==> config.mk <==
export PLATFORM = sky130hd
export DESIGN_NAME = challenge_poly_reader
export DESIGN_NICKNAME = d
export VERILOG_FILES = /design/src/rtl/challenge_poly_reader.sv
export SDC_FILE = /design/constraint.sdc
export NUM_CORES = 1
export LEC_CHECK = 0
export ABC_AREA = 1
export CAP_MARGIN = 25
export CORE_MARGIN = 4
export CORE_UTILIZATION = 46
export DETAILED_ROUTE_END_ITERATION = 10
export PLACE_DENSITY = 0.86
export SLEW_MARGIN = 25
export SYNTH_ARGS = -nofsm -noshare
export SYNTH_HDL_FRONTEND = slang
export SYNTH_SLANG_ARGS = --single-unit
==> constraint.sdc <==
create_clock -name clk -period 5.1 [get_ports clk]
set_input_delay 1.275 -clock clk [delete_from_list [all_inputs] [get_ports clk]]
set_output_delay 1.275 -clock clk [all_outputs]
set_load 0.1 [all_outputs]
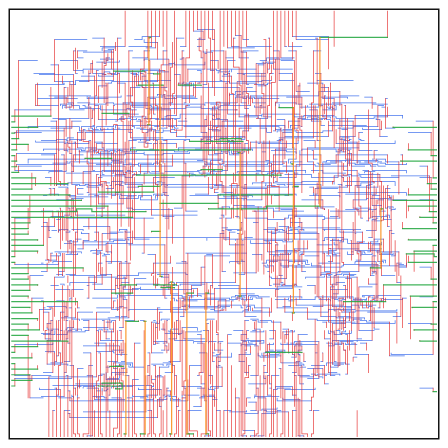
(images/layers.png)
Key: green = M3 [wire length 755 µm]; blue = M1 [wire length 4870 µm]; orange = M4 [wire length 369 µm]; red = M2 [wire length 6450 µm]
aggregate routed wire length: 12.4 mm
via count of the routed design: 4520
per-cell routed wire length: 14.3 µm
aggregate global-route resource usage: 22.7%

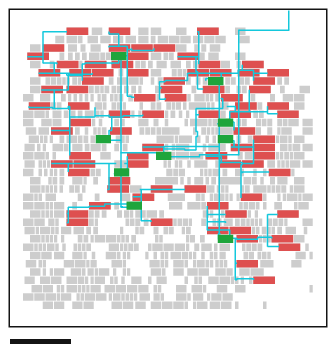
(images/clock_wires.png)
Bar = 20 µm.
Key: green = clock-net drivers [count 9]; cyan = clock wires [length 886 µm]; red = flip-flops [count 82]
There are 10 routed clock nets.
clock network fraction of total power: 24.7%
Latency at later pin: 360 ps
Clock Power: 442 µW

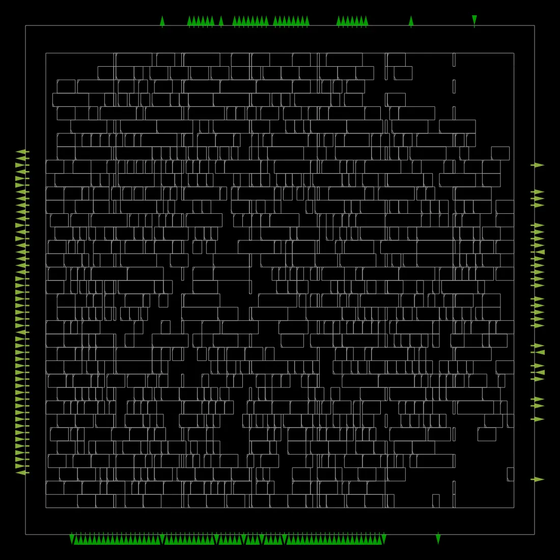
(images/placed.png)
number of core rows: 34
core outline area: 8810 µm²
Fill cells: 717

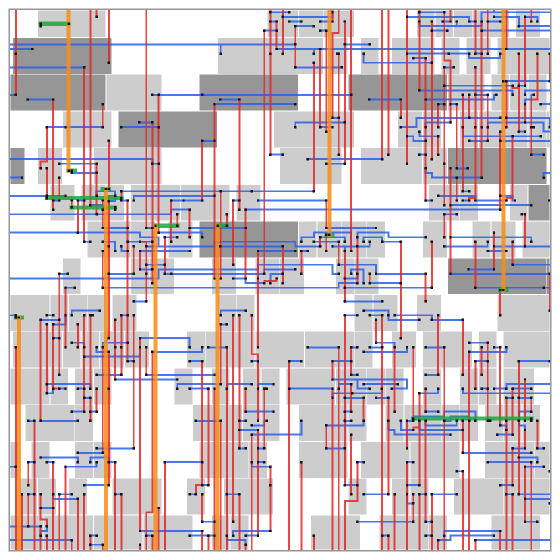
(images/closeup.png)
Window x 32 to 72, y 11 to 51 µm. Cells in grey, sequential cells in the stronger grey; small squares are vias.
Key: blue = M1; red = M2; green = M3; orange = M4
Most frequent: nor2_1 (32), clkdlybuf4s50_1 (31), nand2_1 (23). 157 logic cells have their middle in the window. Sequential cells in the window: 8.

==> flow_metrics.py <==
# Auto-generated metrics
metrics = {
    "run_status": {
        "outcome": "finished, final reports clean",
    },
    "cells_and_area": {
        "drive_above_1_share_pct": 4.72,
        "diodes": 0,
        "largest_register_ffs": 64,
        "flow.area_growth_from_synthesis_pct": 45.1,
        "finish.net_count": 868,
        "finalInstanceArea_um2": 6090,
    },
    "floorplanning": {
        "initial_utilization_pct": 47.7,
        "chip_area_um2": 10700,
        "die-height_um": 104,
        "ioPinCount": 181,
        "die_w_um": 104,
    },
    "global_routing": {
        "largest_net_degree_at_the_start_of_global_routing": 73,
        "grt_pass1_wl_mm": 20.3,
        "grt_overflow": 0,
        "grt_antenna_before_repair": 0,
        "number_of_global_route_vias_before_repair": 4539,
    },
    "logic_synthesis": {
        "synth.largest_area_cell": "dfxtp_1",
        "synth.ff_latch_count": 82,
        "post-synth-top-area-fraction_pct": 39.1,
        "post_synthesis_mean_instance_area_um2": 7.08,
        "synthesis.instances": 593,
        "yosys.stat.seqShare_pct": 39.1,
        "yosys.cell_count.top_type": "nor2_1",
        "yosys-stat-area_um2": 4200,
        "ys_cells": 593,
        "synthFlopType": "dfxtp_1",
        "synth.lib_cells_used.distinct": 32,
        "total_standard_cell_area_after_synthesis_um2": 4200,
        "ys_async_sr_fraction_pct": 0,
        "synth_warnings": 0,
        "edf_count": 0,
        "topCellsByArea": "dfxtp_1 (39%), nor2_1 (9.3%), a21oi_1 (8.9%)",
        "post_synth_most_frequent_cells": "nor2_1 (104), nand2_1 (87), dfxtp_1 (82)",
    },
    "power": {
        "leakage_nw": 2.52,
        "max-vdd-ir-drop_mv": 0.142,
        "powerDensity_nw_per_um2": 294,
    },
    "clocking": {
        "clock_tree.htree_level_count": 3,
        "maximum_root_to_sink_buffer_count": 2,
        "numClockSinks": 82,
        "clk_transition_reported_paths_ps": 90,
        "cts-resized-gates": 0,
        "ctsHoldBuffers": 0,
        "cts_setup_buffers": 0,
        "numCtsBuffers": 9,
        "cts_tree": "done",
        "cts_root_buf": "clkbuf_8",
    },
    "run": {
        "stage_log_warnings": 31,
        "max_cap_violations": 0,
    },
    "timing": {
        "fmax_mhz": 242,
        "setup_viol": 0,
        "slew_viols_final": 0,
        "worstMarginPinSlew_ps": 1020,
        "finalHoldViolations": 0,
        "grt_setup_unrepaired": "no",
        "worst_clock_skew_ps": 10.5,
        "final_min_period_over_clock_period_pct": 81.0,
        "max_slew_margin_pct": 31.9,
        "layout_min_cycle_time_ps": 4130,
        "setup_total_negative_slack_ps": 0,
    },
    "hold_path": {
        "hold_path_depth": 2,
        "worstHoldPathType": "reg -> reg",
    },
    "placement": {
        "detailed_place.area_um2": 5910,
        "globalplace.congestion": 0.825,
        "half_perimeter_wire_length_of_the_detailed_placement_result_mm": 9.94,
        "place.port_buffers": 174,
    },
    "worst_setup_path": {
        "worstPathRequired_ps": 3830,
        "critPathMaxFanout": 6,
        "worst_setup_path_class": "reg -> out",
        "worst-endpoint-arrival_ps": 2850,
        "r2r_slack_ps": 2140,
        "r2r_cells": 10,
        "kind_of_launch_point_of_the_worst_setup_path": "flop",
        "setup.worst_path.end_class": "primary output",
    },
    "detailed_routing": {
        "drc_markers": 0,
        "drtAntennaViolNets": 0,
        "post_drt_via_cell_ratio": 5.19,
        "drt_pre_antenna_iters": 4,
        "drt_first_iter_violations": 171,
    },
}
layout make-up:
type,instances,area (µm²)
fillers,717,2710
repair buffers,174,1740
flip-flops and latches,82,1640
well taps,108,135
multi-input cells,424,2140
inverters,67,251
clock inverters,7,61.3
clock buffers,9,124
layout by cell type, fill, tap and decap left out, drive strengths merged:
cell / instances
a21oi: 75
clkbuf: 9
clkdlybuf4s50: 173
nand2: 88
buf: 1
nor3: 13
a31oi: 1
conb: 6
xor2: 1
ha: 10
nor4: 2
o31ai: 1
nand3b: 3
a211oi: 3
nor3b: 3
nor2: 105
clkinvlp: 1
inv: 70
o21ai: 74
nand4: 8
clkinv: 3
nand3: 28
o211a: 1
dfxtp: 82
o21a: 2
power by group:
group          total [mW]  switching, mW  internal (mW)
registers           0.698         0.0243          0.673
clock network       0.442          0.255          0.187
logic               0.650          0.456          0.194
worst max-delay path: stages, from the launching register on:
cell and delay (ps):
dfxtp_1 380, inv_1 80, nor2_2 250, inv_1 110, nor2_1 260, inv_1 170
nor2_1 120, clkdlybuf4s50_1 1140
routing by layer:
layer / share of wire, % / vias up / track usage, %
met3: 6.1 / 28 / 5.10
met2: 52 / 148 / 42.3
met4: 3.0 / 0 / 9.50
met5: 0 / - / 0
met1: 39 / 2073 / 24.6
li1: - / 2271 / -
stage by stage:
step           power, mW  setup WS (ps)  utilization [%]  hold slack, ps  instances
4_1_cts             1.80            967             69.2             478        871
3_5_place_dp        1.36           1380             67.1             465        855
3_3_place_gp        1.33           1510             67.1             454        855
5_1_grt             1.89            748             69.2             511        871
2_1_floorplan       1.16            104                -             436        598
6_report            1.79            971             69.2             479        871
cells by family (layout without fill, tap and decap cells):
kind of cell / count (synthesis) / in the layout / share of synthesized area, %
adder cells (fa/ha/maj): 10 / 10 / 2.98
buffers and inverters: 92 / 257 / 10.4
flip-flops: 82 / 82 / 39.1
other: 1 / 6 / 0.0893
AND-OR/OR-AND: 157 / 157 / 20.1
AND/OR/NAND/NOR: 250 / 250 / 27.2
XOR/XNOR: 1 / 1 / 0.209
Power is estimated from default activity; no workload was simulated.
